Figure 1. M1 wires (run 1).
Supply wires on this layer in gray.
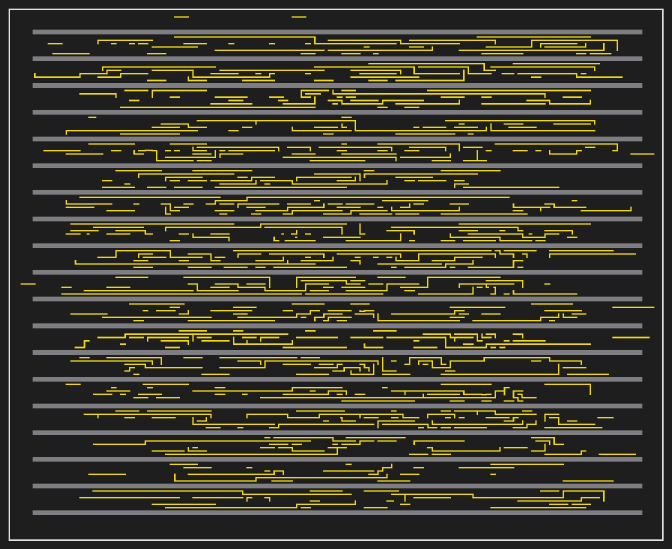
Figure 2. Cell area per tile (run 1).
7 x 5 tiles, from white (low) to dark blue (high), 0 to 100% covered.
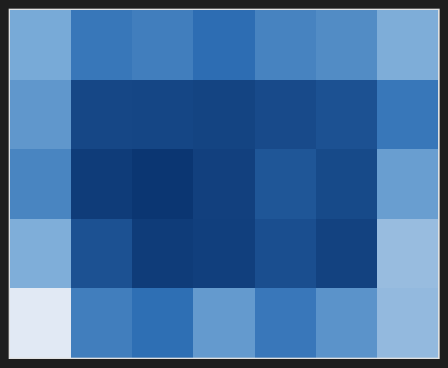
Figure 3. Track usage over the die (run 1).
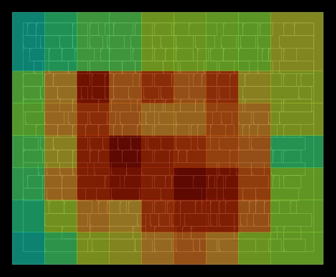
Figure 4. Placed cells, one color a class (run 1).
Bar = 20 microns. Fill, decap, tap and diode cells in gray.
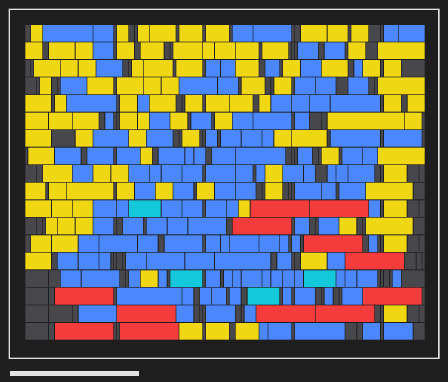
===== config.mk =====
export PLATFORM = sky130hd
export DESIGN_NAME = hazard_controller_flat
export DESIGN_NICKNAME = d
export VERILOG_FILES = /design/src/rtl/mips_pkg.sv /design/src/rtl/hazard_controller_if.sv /design/src/rtl/md_sequencer.sv /design/src/rtl/hazard_controller.sv /design/src/flat_wrapper.sv
export SDC_FILE = /design/constraint.sdc
export NUM_CORES = 1
export LEC_CHECK = 0
export CORE_ASPECT_RATIO = 0.8
export CORE_MARGIN = 2
export CORE_UTILIZATION = 43
export CTS_BUF_LIST = sky130_fd_sc_hd__clkbuf_2 sky130_fd_sc_hd__clkbuf_4 sky130_fd_sc_hd__clkbuf_8
export CTS_CLUSTER_DIAMETER = 60
export CTS_CLUSTER_SIZE = 14
export DETAILED_ROUTE_END_ITERATION = 10
export PLACE_DENSITY = 0.83
export SETUP_SLACK_MARGIN = 0.02
export SLEW_MARGIN = 20
export SYNTH_ARGS = -nofsm -noshare
export SYNTH_HDL_FRONTEND = slang
export SYNTH_HIERARCHICAL = 1
export SYNTH_SLANG_ARGS = --single-unit

===== constraint.sdc =====
create_clock -name clk -period 2.2 [get_ports clk]
set_input_delay 0.44 -clock clk [delete_from_list [all_inputs] [get_ports clk]]
set_output_delay 0.44 -clock clk [all_outputs]
set_load 0.05 [all_outputs]

===== src/rtl/mips_pkg.sv =====
// Shared constants and types for the MIPS pipeline hazard controller:
// forwarding selects, the mult/div sequencer state and a forwarding helper.
package mips_pkg;

  localparam logic [1:0] FWD_RF  = 2'b00;
  localparam logic [1:0] FWD_WB  = 2'b01;
  localparam logic [1:0] FWD_MEM = 2'b10;

  localparam logic [4:0] REG_ZERO = 5'd0;

  typedef enum logic [1:0] {
    MD_IDLE = 2'd0,
    MD_BUSY = 2'd1,
    MD_DONE = 2'd2
  } md_state_t;

  // Execute-stage operand select; the younger (M) producer wins over W.
  function automatic logic [1:0] fwd_sel(input logic [4:0] src,
                                         input logic [4:0] wreg_m,
                                         input logic       wen_m,
                                         input logic [4:0] wreg_w,
                                         input logic       wen_w);
    logic [1:0] sel;
    sel = FWD_RF;
    if (src != REG_ZERO && wen_m && wreg_m == src)
      sel = FWD_MEM;
    else if (src != REG_ZERO && wen_w && wreg_w == src)
      sel = FWD_WB;
    return sel;
  endfunction

endpackage


===== src/rtl/hazard_controller_if.sv =====
// Pipeline <-> hazard controller signal bundle. master = pipeline side,
// slave = controller. HAZARD_PERF_CNT_EN adds the performance counter outputs.
// Handshake: none; every signal is a level sampled each cycle, no valid/ready.
interface hazard_controller_if #(parameter int PERF_W = 32);
  import mips_pkg::*;

  logic [4:0] Rs_D, Rt_D, Rs_E, Rt_E;
  logic [4:0] writeReg_E, writeReg_M, writeReg_W;
  logic       regWrite_E, regWrite_M, regWrite_W;
  logic       memToReg_E, memToReg_M;
  logic       branch_D, pcSrc_D, md_start_E;

  logic [1:0] forwardA_E, forwardB_E;
  logic       forwardA_D, forwardB_D;
  logic       stall_F, stall_D, stall_E;
  logic       flush_D, flush_E, flush_M;
  logic       md_busy, md_done;
  md_state_t  md_state;
`ifdef HAZARD_PERF_CNT_EN
  logic [PERF_W-1:0] stall_cycles, flush_count;
`endif

  modport master (
    output Rs_D, Rt_D, Rs_E, Rt_E, writeReg_E, writeReg_M, writeReg_W,
           regWrite_E, regWrite_M, regWrite_W, memToReg_E, memToReg_M,
           branch_D, pcSrc_D, md_start_E,
    input  forwardA_E, forwardB_E, forwardA_D, forwardB_D,
           stall_F, stall_D, stall_E, flush_D, flush_E, flush_M,
           md_busy, md_done, md_state
`ifdef HAZARD_PERF_CNT_EN
         , stall_cycles, flush_count
`endif
  );

  modport slave (
    input  Rs_D, Rt_D, Rs_E, Rt_E, writeReg_E, writeReg_M, writeReg_W,
           regWrite_E, regWrite_M, regWrite_W, memToReg_E, memToReg_M,
           branch_D, pcSrc_D, md_start_E,
    output forwardA_E, forwardB_E, forwardA_D, forwardB_D,
           stall_F, stall_D, stall_E, flush_D, flush_E, flush_M,
           md_busy, md_done, md_state
`ifdef HAZARD_PERF_CNT_EN
         , stall_cycles, flush_count
`endif
  );

endinterface


===== src/rtl/md_sequencer.sv =====
// Multi-cycle mult/div occupancy sequencer: holds the execute stage for
// MD_LATENCY-1 cycles, then strobes md_done for one cycle.
module md_sequencer
  import mips_pkg::*;
#(
  parameter int MD_LATENCY = 32
) (
  input  logic      clk,
  input  logic      rst,
  input  logic      md_start,
  output logic      md_busy,
  output logic      md_done,
  output logic      mdstall,
  output md_state_t state
);

  localparam logic [7:0] CNT_LOAD = 8'(MD_LATENCY - 2);

  logic [7:0] cnt;

  // md_start is ignored in DONE: the finishing instruction is still in E.
  always_ff @(posedge clk or posedge rst) begin
    if (rst) begin
      state   <= MD_IDLE;
      cnt     <= 8'd0;
      md_busy <= 1'b0;
      md_done <= 1'b0;
    end else begin
      case (state)
        MD_IDLE: begin
          if (md_start) begin
            md_busy <= 1'b1;
            if (MD_LATENCY == 2) begin
              state   <= MD_DONE;
              md_done <= 1'b1;
            end else begin
              state <= MD_BUSY;
              cnt   <= CNT_LOAD;
            end
          end
        end
        MD_BUSY: begin
          // Leave on the decrement that brings cnt to zero.
          cnt <= cnt - 8'd1;
          if (cnt <= 8'd1) begin
            state   <= MD_DONE;
            md_done <= 1'b1;
          end
        end
        MD_DONE: begin
          state   <= MD_IDLE;
          md_busy <= 1'b0;
          md_done <= 1'b0;
        end
        default: begin
          state   <= MD_IDLE;
          cnt     <= 8'd0;
          md_busy <= 1'b0;
          md_done <= 1'b0;
        end
      endcase
    end
  end

  assign mdstall = (state == MD_IDLE && md_start) || (state == MD_BUSY);

endmodule


===== src/rtl/hazard_controller.sv =====
// Hazard/sequencing controller for the 5-stage MIPS pipeline: forwarding,
// load-use and branch stalls, flushes and mult/div freeze. Optional HAZARD_PERF_CNT_EN.
module hazard_controller
  import mips_pkg::*;
#(
  parameter int MD_LATENCY = 32,
  parameter int PERF_W     = 32
) (
  input  logic                clk,
  input  logic                rst,
  hazard_controller_if.slave  hz
);

  logic mdstall, lwstall, brstall, stall_any;

  md_sequencer #(.MD_LATENCY(MD_LATENCY)) u_md (
    .clk      (clk),
    .rst      (rst),
    .md_start (hz.md_start_E),
    .md_busy  (hz.md_busy),
    .md_done  (hz.md_done),
    .mdstall  (mdstall),
    .state    (hz.md_state)
  );

  always_comb begin
    hz.forwardA_E = fwd_sel(hz.Rs_E, hz.writeReg_M, hz.regWrite_M,
                            hz.writeReg_W, hz.regWrite_W);
    hz.forwardB_E = fwd_sel(hz.Rt_E, hz.writeReg_M, hz.regWrite_M,
                            hz.writeReg_W, hz.regWrite_W);
    hz.forwardA_D = (hz.Rs_D != REG_ZERO) && hz.regWrite_M && (hz.writeReg_M == hz.Rs_D);
    hz.forwardB_D = (hz.Rt_D != REG_ZERO) && hz.regWrite_M && (hz.writeReg_M == hz.Rt_D);
  end

  always_comb begin
    lwstall = hz.memToReg_E && (hz.Rt_E != REG_ZERO) &&
              ((hz.Rt_E == hz.Rs_D) || (hz.Rt_E == hz.Rt_D));
    // Branch compares in D, so an ALU result in E or a load in M is too late.
    brstall = hz.branch_D &&
              ((hz.regWrite_E &&
                ((hz.Rs_D != REG_ZERO && hz.writeReg_E == hz.Rs_D) ||
                 (hz.Rt_D != REG_ZERO && hz.writeReg_E == hz.Rt_D))) ||
               (hz.memToReg_M &&
                ((hz.Rs_D != REG_ZERO && hz.writeReg_M == hz.Rs_D) ||
                 (hz.Rt_D != REG_ZERO && hz.writeReg_M == hz.Rt_D))));
    stall_any = mdstall || lwstall || brstall;
  end

  assign hz.stall_E = mdstall;
  assign hz.flush_M = mdstall;
  assign hz.stall_F = stall_any;
  assign hz.stall_D = stall_any;
  // E is frozen during mult/div, so no bubble goes into it then.
  assign hz.flush_E = (lwstall || brstall) && !mdstall;
  assign hz.flush_D = hz.pcSrc_D && !stall_any;

`ifdef HAZARD_PERF_CNT_EN
  logic [PERF_W-1:0] stall_cycles_q, flush_count_q;

  always_ff @(posedge clk or posedge rst) begin
    if (rst) begin
      stall_cycles_q <= '0;
      flush_count_q  <= '0;
    end else begin
      if (stall_any && stall_cycles_q != {PERF_W{1'b1}})
        stall_cycles_q <= stall_cycles_q + 1'b1;
      if ((hz.flush_D || hz.flush_E) && flush_count_q != {PERF_W{1'b1}})
        flush_count_q <= flush_count_q + 1'b1;
    end
  end

  assign hz.stall_cycles = stall_cycles_q;
  assign hz.flush_count  = flush_count_q;
`endif

endmodule

===== src/flat_wrapper.sv =====
// flat-port wrapper written by rule: the top's interface ports become plain ports
module hazard_controller_flat import mips_pkg::*;
#(
  parameter int MD_LATENCY = 32,
  parameter int PERF_W     = 32
)
  (clk, rst, hz_Rs_D, hz_Rt_D, hz_Rs_E, hz_Rt_E, hz_writeReg_E, hz_writeReg_M, hz_writeReg_W, hz_regWrite_E, hz_regWrite_M, hz_regWrite_W, hz_memToReg_E, hz_memToReg_M, hz_branch_D, hz_pcSrc_D, hz_md_start_E, hz_forwardA_E, hz_forwardB_E, hz_forwardA_D, hz_forwardB_D, hz_stall_F, hz_stall_D, hz_stall_E, hz_flush_D, hz_flush_E, hz_flush_M, hz_md_busy, hz_md_done, hz_md_state);
  hazard_controller_if #(.PERF_W(PERF_W)) hz_i ();
  input  logic clk;
  input  logic rst;
  input wire logic [$bits(hz_i.Rs_D)-1:0] hz_Rs_D;
  input wire logic [$bits(hz_i.Rt_D)-1:0] hz_Rt_D;
  input wire logic [$bits(hz_i.Rs_E)-1:0] hz_Rs_E;
  input wire logic [$bits(hz_i.Rt_E)-1:0] hz_Rt_E;
  input wire logic [$bits(hz_i.writeReg_E)-1:0] hz_writeReg_E;
  input wire logic [$bits(hz_i.writeReg_M)-1:0] hz_writeReg_M;
  input wire logic [$bits(hz_i.writeReg_W)-1:0] hz_writeReg_W;
  input wire logic [$bits(hz_i.regWrite_E)-1:0] hz_regWrite_E;
  input wire logic [$bits(hz_i.regWrite_M)-1:0] hz_regWrite_M;
  input wire logic [$bits(hz_i.regWrite_W)-1:0] hz_regWrite_W;
  input wire logic [$bits(hz_i.memToReg_E)-1:0] hz_memToReg_E;
  input wire logic [$bits(hz_i.memToReg_M)-1:0] hz_memToReg_M;
  input wire logic [$bits(hz_i.branch_D)-1:0] hz_branch_D;
  input wire logic [$bits(hz_i.pcSrc_D)-1:0] hz_pcSrc_D;
  input wire logic [$bits(hz_i.md_start_E)-1:0] hz_md_start_E;
  output wire logic [$bits(hz_i.forwardA_E)-1:0] hz_forwardA_E;
  output wire logic [$bits(hz_i.forwardB_E)-1:0] hz_forwardB_E;
  output wire logic [$bits(hz_i.forwardA_D)-1:0] hz_forwardA_D;
  output wire logic [$bits(hz_i.forwardB_D)-1:0] hz_forwardB_D;
  output wire logic [$bits(hz_i.stall_F)-1:0] hz_stall_F;
  output wire logic [$bits(hz_i.stall_D)-1:0] hz_stall_D;
  output wire logic [$bits(hz_i.stall_E)-1:0] hz_stall_E;
  output wire logic [$bits(hz_i.flush_D)-1:0] hz_flush_D;
  output wire logic [$bits(hz_i.flush_E)-1:0] hz_flush_E;
  output wire logic [$bits(hz_i.flush_M)-1:0] hz_flush_M;
  output wire logic [$bits(hz_i.md_busy)-1:0] hz_md_busy;
  output wire logic [$bits(hz_i.md_done)-1:0] hz_md_done;
  output wire logic [$bits(hz_i.md_state)-1:0] hz_md_state;
  assign hz_i.Rs_D = hz_Rs_D;
  assign hz_i.Rt_D = hz_Rt_D;
  assign hz_i.Rs_E = hz_Rs_E;
  assign hz_i.Rt_E = hz_Rt_E;
  assign hz_i.writeReg_E = hz_writeReg_E;
  assign hz_i.writeReg_M = hz_writeReg_M;
  assign hz_i.writeReg_W = hz_writeReg_W;
  assign hz_i.regWrite_E = hz_regWrite_E;
  assign hz_i.regWrite_M = hz_regWrite_M;
  assign hz_i.regWrite_W = hz_regWrite_W;
  assign hz_i.memToReg_E = hz_memToReg_E;
  assign hz_i.memToReg_M = hz_memToReg_M;
  assign hz_i.branch_D = hz_branch_D;
  assign hz_i.pcSrc_D = hz_pcSrc_D;
  assign hz_i.md_start_E = hz_md_start_E;
  assign hz_forwardA_E = hz_i.forwardA_E;
  assign hz_forwardB_E = hz_i.forwardB_E;
  assign hz_forwardA_D = hz_i.forwardA_D;
  assign hz_forwardB_D = hz_i.forwardB_D;
  assign hz_stall_F = hz_i.stall_F;
  assign hz_stall_D = hz_i.stall_D;
  assign hz_stall_E = hz_i.stall_E;
  assign hz_flush_D = hz_i.flush_D;
  assign hz_flush_E = hz_i.flush_E;
  assign hz_flush_M = hz_i.flush_M;
  assign hz_md_busy = hz_i.md_busy;
  assign hz_md_done = hz_i.md_done;
  assign hz_md_state = hz_i.md_state;
  hazard_controller #(.MD_LATENCY(MD_LATENCY), .PERF_W(PERF_W)) u_core (.clk(clk), .rst(rst), .hz(hz_i));
endmodule

==> notes.org, run 1 <==
#+TITLE: Physical design notes

** Status
- The flow ran to the end, but the final reports show violations.
- The final reports fail on setup timing.

** Cells and area
- Share of cells above drive strength 1 :: 0.450
- In the layout the commonest cells are sky130_fd_sc_hd__buf_4, sky130_fd_sc_hd__xnor2_1, sky130_fd_sc_hd__xor2_1.
- Diodes inserted :: 0
- Number of nets in the layout :: 306

** Clock tree
- Maximum clock path buffer count :: 2
- Hold-fix buffer count after cts :: 0
- Number of clock buffers inserted by TritonCTS :: 3
- TritonCTS reports the number of clock sinks as 12.

** Setup path
- STA classifies the critical path endpoint as an output pin.
- Worst path top cell family by delay :: simple AND/OR/NAND/NOR gates
- Depth of the worst register-to-register path :: 6
- Crit path max fanout :: 3
- Worst setup SP type :: input pin
- The critical path crosses 7 cells after its start point.
- Looking at the reg2reg group, the worst path starts from u_core/u_md/cnt[0]$_DFFE_PP0P_.
- Critical-path top delay cell :: sky130_fd_sc_hd__or4_4
- Worst setup path start :: hz_Rs_D[4]

** STA
- Setup repair after global routing missed its margin :: yes
- From the final report, the count of setup violators was given as 7.
- Static timing analysis puts the maximum clock frequency at 395 MHz.
- On the final layout, the worst clock skew is 0.00137 ns.
- Hold-check failures listed in the final report amount to 0.
- Final WS setup :: -0.330 ns

** Yosys
- In the synthesized netlist, the number of instances is 162.
- Dominant cell type by area after synthesis :: sky130_fd_sc_hd__xnor2_1
- Post-synth the commonest register cell is sky130_fd_sc_hd__dfrtp_1.
- After synthesis the cells add up to 0.00134 sq mm.
- For this run, the chip area from Yosys synthesis comes to 0.00134 sq mm.

** Placement
- Half-perimeter wire length after placement :: 3.96 mm
- Timing analysis after detailed placement gives a worst setup slack of -0.631 ns.

** Run
- The tool flagged a number of max-cap violations equal to 0.

** Power
- The net switching power in the latest report is 0.000902 W.
- In this run the VDD rail shows a maximum IR drop of 0.627 mV.
- The power report lists cell-internal power as 0.000957 W.
- The share of total power dissipated in sequential elements is 0.253.

** Global route
- Entering global routing, the biggest net connects 13 pins.
- Vias in the first global route :: 1696
- Met3 layer usage reported by global route :: 0.0649
- Met2 GRT Util :: 0.540
- After global routing the overflow that remains totals 0.

** Detailed routing
- The DRC violation total left in the routed layout is recorded as 0.
- Initial detailed-routing violation count :: 185
- Before antenna repair, the detailed router went through 5 iterations.

** Floorplanning
- Per the OpenROAD floorplan log, the area of the die is 0.00358 sq mm.
-- Figure 1 (at the start) --
The wires run mostly horizontal. The layer holds 38% of the routed length. The layer carries 2410 microns of wire. 269 nets have wire on it.
aggregate routed wire length: 6.40 mm
global routing met1 resource utilization: 0.414

-- Figure 2 (at the start) --
46% of the tiles are over 75% full. The fullest tile reaches 98%. The densest ninth of the die: center. The mean over all tiles is 72%.
Floorplan Utilization: 0.441
fin util: 0.869

-- Figure 3 (at the start) --
Avg WL per Cell: 21.5 microns
total global routing track utilization: 0.315

-- Figure 4 (at the start) --
remaining buffers and delay cells: marked yellow, cells 102, share of their area 38%. clock drivers and dummy loads: marked cyan, cells 4, share of their area 2.1%. remaining logic cells: marked blue, cells 140, share of their area 49%. sequential cells: marked red, cells 12, share of their area 12%.
row count: 18
core region area: 0.00304 sq mm
fin area: 0.00264 sq mm
register fraction of the total cell area: 0.114

## run 1: state kept, by name (all words and copies together) (netlist names)
signal               count
u_core/u_md/cnt          8
u_core/u_md/md_busy      1
u_core/u_md/md_done      1
u_core/u_md/state        2
## run 1: power groups by stage
stage / registers, W / clock network, W / logic, W
finish: 0.000471 / 0.000248 / 0.00114
global placement: 0.000435 / 0 / 0.000975
global route: 0.000478 / 0.000261 / 0.00120
CTS: 0.000447 / 0.000244 / 0.00105
floorplan: 0.000506 / 0 / 0.000555
detailed placement: 0.000446 / 0 / 0.00102
## run 1: per-layer routing
| metal | vias to the layer above | wire length [microns] |
|---|---|---|
| li1 | 751 | - |
| met1 | 849 | 2410 |
| met2 | 141 | 3100 |
| met3 | 40 | 573 |
| met4 | 0 | 307 |
| met5 | - | 0 |
## run 1: cell type report
class,count,area [sq um],area share
Multi-Input combinational cell,135,1240,0.470
Sequential cell,12,300,0.114
Clock buffer,4,55.1,0.0208
Tap cell,40,50.0,0.0189
Inverter,5,18.8,0.00711
Timing Repair Buffer,102,976,0.369
## run 1: cell families (layout without fill, tap and decap cells)
group,after synthesis,count (layout),share of synthesized area
buffers and inverters,15,111,0.0504
adders and majority gates,2,2,0.0187
and+or+nand+nor,58,58,0.258
DFF,12,12,0.224
AOI/OAI and AO/OA,21,21,0.0952
xor gates and xnor gates,53,53,0.346
muxes,1,1,0.00747
## run 1: through the flow
stage	TNS [ns]	cell area, sq um
after floorplan	-1.56	1440
after global placement	-3.59	2350
after detailed placement	-4.18	2350
after CTS	-0.873	2550
after global routing	-1.48	2640
final	-1.36	2640
## run 1: repair_timing
| action | CTS | global route |
|---|---|---|
| endpoints found under the setup margin | 10 | 10 |
| cloned | 0 | 0 |
| setup buffers | 8 | 1 |
| pin swaps | 26 | 16 |
| gates resized | 126 | 18 |
--- run 2 (diff from run 1) ---
--- a/config.mk
+++ b/config.mk
@@ -5,14 +5,16 @@
 export SDC_FILE = /design/constraint.sdc
 export NUM_CORES = 1
 export LEC_CHECK = 0
+export CELL_PAD_IN_SITES_DETAIL_PLACEMENT = 0
+export CELL_PAD_IN_SITES_GLOBAL_PLACEMENT = 2
 export CORE_ASPECT_RATIO = 0.8
 export CORE_MARGIN = 2
-export CORE_UTILIZATION = 43
+export CORE_UTILIZATION = 23
 export CTS_BUF_LIST = sky130_fd_sc_hd__clkbuf_2 sky130_fd_sc_hd__clkbuf_4 sky130_fd_sc_hd__clkbuf_8
 export CTS_CLUSTER_DIAMETER = 60
 export CTS_CLUSTER_SIZE = 14
 export DETAILED_ROUTE_END_ITERATION = 10
-export PLACE_DENSITY = 0.83
+export PLACE_DENSITY_LB_ADDON = 0.1
 export SETUP_SLACK_MARGIN = 0.02
 export SLEW_MARGIN = 20
 export SYNTH_ARGS = -nofsm -noshare
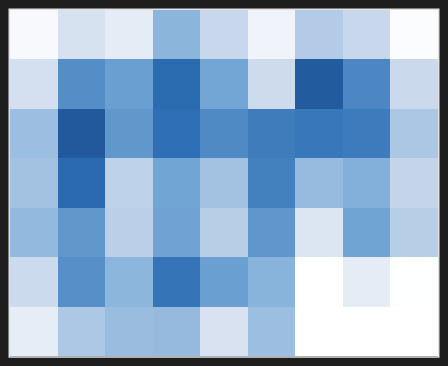
Figure 5: run 2, cell area per tile.
9 x 7 tiles, from white (low) to dark blue (high), 0 to 100% covered.
The emptiest ninth of the die: south-east. The fullest tile reaches 83%. 6.3% of the tiles are over 75% full. 7.9% of the tiles are nearly empty. The densest ninth of the die: center.
core region area: 0.00553 sq mm
fin util: 0.474
Floorplan Utilization: 0.243

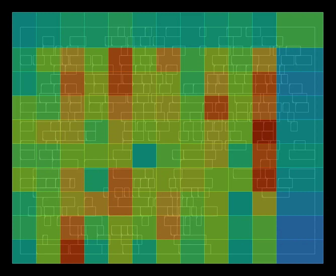
Figure 6: run 2, track usage over the die.
peak-usage layer in the global routing report: met2
Avg WL per Cell: 14.9 microns
global routing met1 resource utilization: 0.233

==> notes.org, run 2 <==
#+TITLE: Physical design notes

** Status
- The flow ran to the end, but the final reports show violations.
- The final reports fail on setup timing.

** Cells and area
- The layout net count came to 306 (unchanged).
- Max FFs per register :: 8 (unchanged)
- Largest registers ranked by flip-flop count :: u_core/u_md/cnt: 8 flops, u_core/u_md/state: 2 flops

** Global route
- Overflow after GRT :: 0 (unchanged)
- Vias in the first global route :: 1654 (-2.5%)

** Setup path
- The worst setup path is captured at an output pin.
- Depth of the worst register-to-register path :: 6 (unchanged)
- The worst setup path is launched from an input pin.

** Detailed routing
- Drt pass-1 iters :: 4 (-1)
- Highest metal layer with signal wires :: met4
- Met3 wire len :: 306 microns (-47%)
- Number of DRC violations after detailed routing :: 0 (unchanged)
- The met2 wirelength from detailed routing was 2.28 mm (-26%).

** STA
- The final critical-path setup slack is -0.295 ns (+0.0353 ns).
- Upper clock frequency limit :: 401 MHz (+1.4%)
- The number of failing setup endpoints in the final timing report came to 5 (-2).

** Run
- The tally of max-capacitance violations is 0 (unchanged).

** Power
- Maximum vdd drop :: 0.743 mV (+18%)

** Placement
- The sum of net half-perimeters after detailed placement is 4.09 mm (+3.3%).
- Pre-CTS setup slack :: -0.619 ns (+0.0117 ns)

** Yosys
- Dominant cell type by area after synthesis :: sky130_fd_sc_hd__xnor2_1
- The synthesized area was 0.00134 sq mm (unchanged).
- The chip area in the Yosys report is 0.00134 sq mm (unchanged).

** Clock tree
- The number of buffers inserted to repair setup after CTS came to 8 (unchanged).
- Number of clock buffers inserted by TritonCTS :: 3 (unchanged)
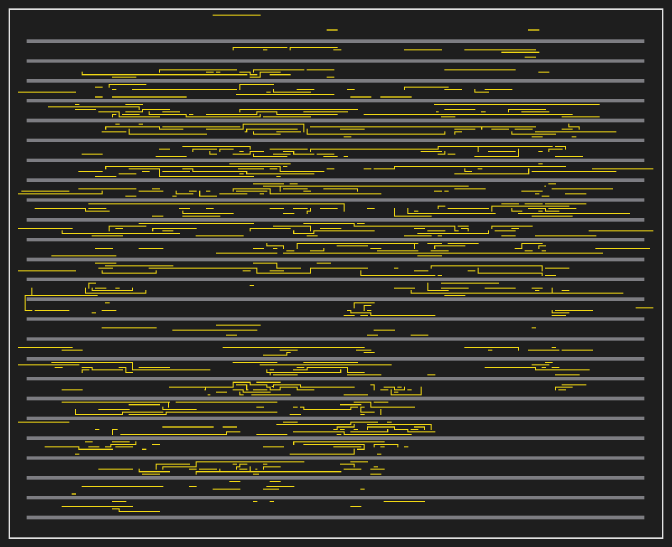
Figure 7: run 2, M1 wires.
Supply wires on this layer in gray.
The layer holds 47% of the routed length. The wires run mostly horizontal.
number of vias in the routed layout: 1522
aggregate routed wire length: 4.99 mm

run 2: logic make-up after synthesis:
group	synth area share
flip-flops	0.224
adder cells (fa/ha/maj)	0.0187
AND/OR/NAND/NOR	0.258
XOR/XNOR	0.346
buffers and inverters	0.0504
multiplexers	0.00747
AND-OR/OR-AND	0.0952
run 2: cell type report:
type,instances,area [sq um]
well taps,78,97.6
fillers,554,2910
inverters,5,18.8
repair buffers,102,961
flip-flops and latches,12,300
multi-input cells,135,1200
clock buffers,3,41.3
run 2: where the power goes:
part           switching [W]  internal (W)
Combinational       0.000571      0.000460
Clock              0.0000775      0.000120
Sequential          0.000130      0.000324
Total               0.000779      0.000905
run 2: critical path: stages:
cell	delay, ns
sky130_fd_sc_hd__buf_8	0.10
sky130_fd_sc_hd__or4_4	0.54
sky130_fd_sc_hd__nor2_4	0.14
sky130_fd_sc_hd__nor4_4	0.06
sky130_fd_sc_hd__o211ai_1	0.24
sky130_fd_sc_hd__buf_4	0.17
sky130_fd_sc_hd__nand4b_1	0.15
sky130_fd_sc_hd__buf_6	0.20
run 2: worst min path at each step:
stage,startpoint,endpoint
after CTS,u_core/u_md/md_busy$_DFFE_PP0P_,u_core/u_md/md_busy$_DFFE_PP0P_
after global routing,u_core/u_md/md_busy$_DFFE_PP0P_,u_core/u_md/md_busy$_DFFE_PP0P_
after detailed placement,u_core/u_md/md_busy$_DFFE_PP0P_,u_core/u_md/md_busy$_DFFE_PP0P_
after floorplan,rst,u_core/u_md/cnt[0]$_DFFE_PP0P_
final,u_core/u_md/md_busy$_DFFE_PP0P_,u_core/u_md/md_busy$_DFFE_PP0P_
after global placement,u_core/u_md/md_busy$_DFFE_PP0P_,u_core/u_md/md_busy$_DFFE_PP0P_
Power is estimated from default activity; no workload was simulated.
